**src/rtl/storage_arbiter.sv**
```systemverilog
// N-channel arbitrated front end for the matrix storage port: round-robin or fixed
// priority grant, bounded burst lock, and read-data steering back to the requester.
module storage_arbiter #(
  parameter int N_CH     = 4,
  parameter int ADDR_W   = 9,
  parameter int DATA_W   = 32,
  parameter int RD_LAT   = 1,
  parameter int RR_MODE  = 1,
  parameter int MAX_LOCK = 64
) (
  input  logic                     clk,
  input  logic                     rst,
  input  logic [N_CH-1:0]          i_req,
  input  logic [N_CH-1:0]          i_we,
  input  logic [N_CH-1:0]          i_lock,
  input  logic [N_CH*ADDR_W-1:0]   i_addr,
  input  logic [N_CH*DATA_W-1:0]   i_wdata,
  output logic [N_CH-1:0]          o_gnt,
  output logic [N_CH-1:0]          o_rvalid,
  output logic [DATA_W-1:0]        o_rdata,
  output logic                     o_mem_we,
  output logic [ADDR_W-1:0]        o_mem_addr,
  output logic [DATA_W-1:0]        o_mem_wdata,
  input  logic [DATA_W-1:0]        i_mem_rdata,
  output logic [2:0]               o_owner,
  output logic                     o_busy
);
  localparam int CH_W  = (N_CH > 1) ? $clog2(N_CH) : 1;
  localparam int CNT_W = $clog2(MAX_LOCK + 1);

  typedef enum logic {UNLOCKED, LOCKED} lock_e;

  logic [N_CH-1:0][ADDR_W-1:0] addr_a;
  logic [N_CH-1:0][DATA_W-1:0] wdata_a;
  assign addr_a  = i_addr;
  assign wdata_a = i_wdata;

  lock_e             state_q, state_d;
  logic [CH_W-1:0]   ptr_q, ptr_d, lown_q, lown_d, excl_ch_q, excl_ch_d, gnt_idx;
  logic              excl_q, excl_d, gnt_any, rd_push, inflight, busy_d;
  logic [CNT_W-1:0]  cnt_q, cnt_d, cnt_inc;
  logic [N_CH-1:0]   req_m, excl_mask;
  int                scan;

  logic [RD_LAT:1]             vld_pipe;
  logic [RD_LAT:1][CH_W-1:0]   ch_pipe;

  // Grant selection; a force-released owner is masked for one cycle only if someone else waits.
  always_comb begin
    excl_mask = '0;
    if (excl_q) excl_mask[excl_ch_q] = 1'b1;
    req_m = i_req;
    if (excl_q && ((i_req & ~excl_mask) != '0)) req_m = i_req & ~excl_mask;
    gnt_any = 1'b0;
    gnt_idx = '0;
    scan    = 0;
    if (!rst) begin
      if (state_q == LOCKED) begin
        gnt_any = i_req[lown_q];
        gnt_idx = lown_q;
      end else if (RR_MODE != 0) begin
        // descending scan so the last hit is the first requester at/after the pointer
        for (int i = N_CH-1; i >= 0; i--) begin
          scan = int'(ptr_q) + i;
          if (scan >= N_CH) scan = scan - N_CH;
          if (req_m[CH_W'(scan)]) begin
            gnt_any = 1'b1;
            gnt_idx = CH_W'(scan);
          end
        end
      end else begin
        for (int i = N_CH-1; i >= 0; i--) begin
          if (req_m[i]) begin
            gnt_any = 1'b1;
            gnt_idx = CH_W'(i);
          end
        end
      end
    end
    o_gnt = '0;
    if (gnt_any) o_gnt[gnt_idx] = 1'b1;
  end

  assign o_mem_we    = gnt_any & i_we[gnt_idx];
  assign o_mem_addr  = gnt_any ? addr_a[gnt_idx]  : '0;
  assign o_mem_wdata = gnt_any ? wdata_a[gnt_idx] : '0;
  assign rd_push     = gnt_any & ~i_we[gnt_idx];

  assign cnt_inc = (state_q == LOCKED) ? cnt_q + CNT_W'(1) : CNT_W'(1);

  always_comb begin
    state_d   = state_q;
    lown_d    = lown_q;
    cnt_d     = cnt_q;
    excl_d    = 1'b0;
    excl_ch_d = excl_ch_q;
    ptr_d     = ptr_q;
    if (gnt_any) begin
      ptr_d = (gnt_idx == CH_W'(N_CH-1)) ? '0 : gnt_idx + CH_W'(1);
      if (!i_lock[gnt_idx]) begin
        state_d = UNLOCKED;
        cnt_d   = '0;
      end else if (cnt_inc >= CNT_W'(MAX_LOCK)) begin
        state_d   = UNLOCKED;
        cnt_d     = '0;
        excl_d    = 1'b1;
        excl_ch_d = gnt_idx;
      end else begin
        state_d = LOCKED;
        lown_d  = gnt_idx;
        cnt_d   = cnt_inc;
      end
    end else if (state_q == LOCKED) begin
      state_d = UNLOCKED;
      cnt_d   = '0;
    end
  end

  // Busy tracks next-cycle contents: lock held or any read still owed a return strobe.
  always_comb begin
    inflight = rd_push;
    for (int s = 1; s < RD_LAT; s++) inflight = inflight | vld_pipe[s];
    busy_d = (state_d == LOCKED) | inflight;
  end

  always_ff @(posedge clk) begin
    if (rst) begin
      state_q   <= UNLOCKED;
      ptr_q     <= '0;
      lown_q    <= '0;
      cnt_q     <= '0;
      excl_q    <= 1'b0;
      excl_ch_q <= '0;
      o_owner   <= '0;
      o_busy    <= 1'b0;
      vld_pipe  <= '0;
      ch_pipe   <= '0;
    end else begin
      state_q   <= state_d;
      ptr_q     <= ptr_d;
      lown_q    <= lown_d;
      cnt_q     <= cnt_d;
      excl_q    <= excl_d;
      excl_ch_q <= excl_ch_d;
      o_busy    <= busy_d;
      if (gnt_any) o_owner <= 3'(gnt_idx);
      vld_pipe[1] <= rd_push;
      ch_pipe[1]  <= gnt_idx;
      for (int s = 2; s <= RD_LAT; s++) begin
        vld_pipe[s] <= vld_pipe[s-1];
        ch_pipe[s]  <= ch_pipe[s-1];
      end
    end
  end

  always_comb begin
    o_rvalid = '0;
    if (!rst && vld_pipe[RD_LAT]) o_rvalid[ch_pipe[RD_LAT]] = 1'b1;
  end
  assign o_rdata = i_mem_rdata;

endmodule

```
**config.mk**
```make
export PLATFORM = sky130hd
export DESIGN_NAME = storage_arbiter
export DESIGN_NICKNAME = d
export VERILOG_FILES = /design/src/rtl/storage_arbiter.sv
export SDC_FILE = /design/constraint.sdc
export NUM_CORES = 1
export LEC_CHECK = 0
export CAP_MARGIN = 40
export CORE_AREA = 3 3 112 114
export CTS_CLUSTER_DIAMETER = 50
export DETAILED_ROUTE_END_ITERATION = 8
export DIE_AREA = 0 0 115 117
export PLACE_DENSITY = 0.69
export SLEW_MARGIN = 20
export SYNTH_ARGS = -nofsm -noshare
export SYNTH_HDL_FRONTEND = slang
export SYNTH_SLANG_ARGS = --single-unit
```
**constraint.sdc**
```tcl
create_clock -name clk -period 4.1 [get_ports clk]
set_input_delay 0.41 -clock clk [delete_from_list [all_inputs] [get_ports clk]]
set_output_delay 0.41 -clock clk [all_outputs]
set_load 0.05 [all_outputs]
```
Fig. 1: PDN straps and rails
Drawn at 3 px/um. Pins as bars on the die edge.
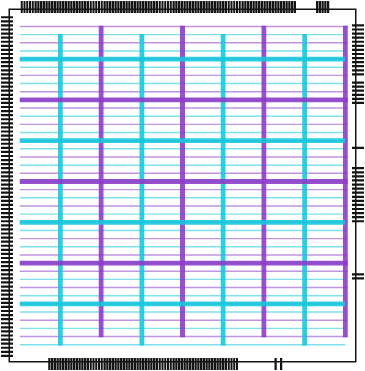
color	net
purple	VDD
cyan	VSS
rows	39
met4 straps	8
met5 straps	7
signal pins	296
met1 rails	40

Fig. 2: placed cells, one color a class
Drawn at 4 px/um. Fill, decap, tap and diode cells in gray.
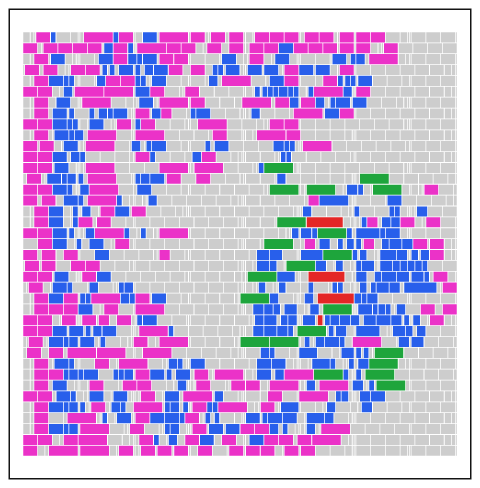
color	class	cells
blue	remaining logic cells	351
red	clock drivers and dummy loads	4
green	registers	21
magenta	remaining buffers and delay cells	241

Fig. 3: clock network drawn from the DEF
Drawn at 4 px/um.
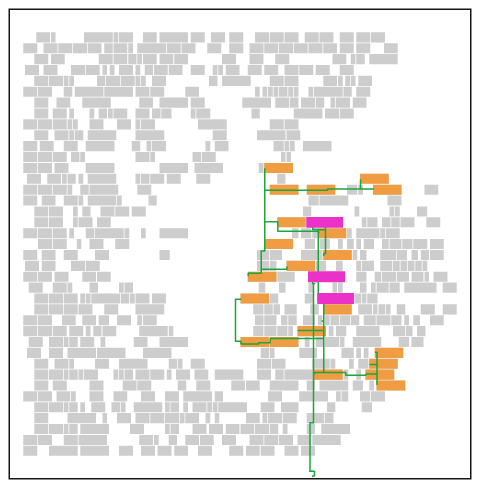
[orange] flip-flops | count: 21
[green] clock wires | length: 269 um
[magenta] clock-net drivers | count: 3
routed clock nets	4

Fig. 4: track usage over the die
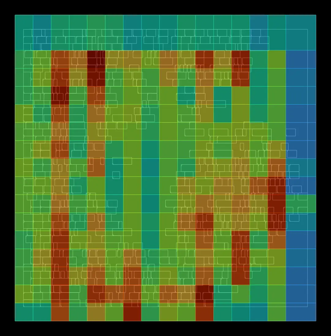
Routed wire per std cell: 17.4 um
GR Layer Usage met1: 20.1%
met2 usage: 34.4%
met3 Use GR: 3.39%
final core occ: 51.6%

==> deck_impl_summary.md <==
Synthesis and Place & Route Summary

Status
  • Outcome: finished clean

Clock network
  • Clk sinks: 21
  • Clk ins delay skew pair: 0.25 ns
  • Clk pin slew, worst setup/hold paths: 0.06 ns
  • PostCTS Resize Cnt: 0
  • # H-tree levels: 1
  • CTS tree: built
  • Clk buf depth: 2
  • TritonCTS Buffers: 3

Finish
  • Logic area: 2330 um^2
  • Clock-cell share: 1.33%
  • Layout cells sized above 1: 11.7%
  • Multi-In Gates: 341
  • Non-filler cells, final: 760
  • Area Growth Syn to Fin: 90.6%
  • Flop share of the area: 7.08%
  • Top class by area: buffers
  • Clkbuf count: 4
  • Nets@finish: 833
  • Flop count: 21

Synth
  • Adders+Majority by Area: 2.01%
  • Yosys top cell by instances: nand2_1
  • Post-synth mux share: 28.7%
  • Syn. warnings: 0
  • Compound Share, Synth: 11.9%
  • Floorplan net count: 644
  • Biggest area consumer among synthesized cells: mux2i_1
  • Distinct lib cells used: 49
  • Top_reg_cell synth: dfxtp_1
  • Post-Synthesis Cells: 429
  • Yosys simple share: 30.5%
  • Flops after synth: 21
  • Ys cells: 429
  • Mapped Avg Cell Area: 7.27 um^2

Worst setup path
  • CP Class: in2out
  • CP arrival: 3.39 ns
  • Worst setup SP type: input port
  • Crit path max-delay cell type: clkdlybuf4s50_1
  • Critical Path End: o_mem_wdata[1]
  • Critical Path RT: 3.69 ns

Pwr
  • Clk. pwr: 0.203 mW
  • Sequential fraction of design power: 14.2%
  • Internal power: 0.977 mW
  • Comb. pwr: 1.27 mW
  • Switch share: 43.1%
  • Leakage: 2.42 nW
  • P_sw: 0.740 mW
  • Pwr Density: 289 nW/um^2
  • Pwr top: combinational cells

Run
  • OpenROAD warning count: 29

Route
  • DRT met1 WL: 4780 um
  • Drt first-iter violations: 240
  • TritonRoute pass-1 iters: 4
  • WL final: 13,200 um
  • DRC: 0

Floorplanning
  • Well Taps: 143
  • Core box area: 11,500 um^2
  • Chip area: 13,500 um^2
  • Die H: 117 um
  • I/O Pins: 296
  • Initial Utilization: 27.1%

GRT
  • Initial antenna violation count: 0
  • Busiest grt layer: met2
  • Number of global-route vias before repair: 3,786

Final timing
  • Pins over their slew limit: 0
  • Final Hold Slack: 0.496 ns
  • Final setup fails: 0
  • Sum Neg Setup Slack: 0 ns
  • Slew headroom: 63.8%
  • PnR worst setup slack: 0.298 ns
  • Period utilization: 92.7%

Place
  • Cell count after placement: 756
  • RD Place Congestion: 0.845
  • IO Port Bufs: 230
  • Dpl hpwl: 11,300 um
  • DP Area: 5860 um^2

Min path
  • Worst Hold Class: reg2reg
[how the worst min path moves through the flow]
stage / from / end / slack [ns] / depth (start not counted)
global route: cnt_q[6] / cnt_q[6] / 0.52 / 1
global placement: o_owner[1] / o_owner[1] / 0.46 / 2
finish: o_owner[1] / o_owner[1] / 0.50 / 2
floorplan: cnt_q[4] / cnt_q[4] / 0.46 / 1
detailed placement: o_owner[1] / o_owner[1] / 0.48 / 2
CTS: cnt_q[5] / cnt_q[5] / 0.50 / 1
[flip-flops by register name, indices dropped and copies added, names as in the netlist]
register	count
cnt_q	7
excl_ch_q	2
vld_pipe	1
ptr_q	2
lown_q	2
excl_q	1
o_busy	1
o_owner	2
ch_pipe	2
state_q	1
Power and IR drop assume default switching activity.
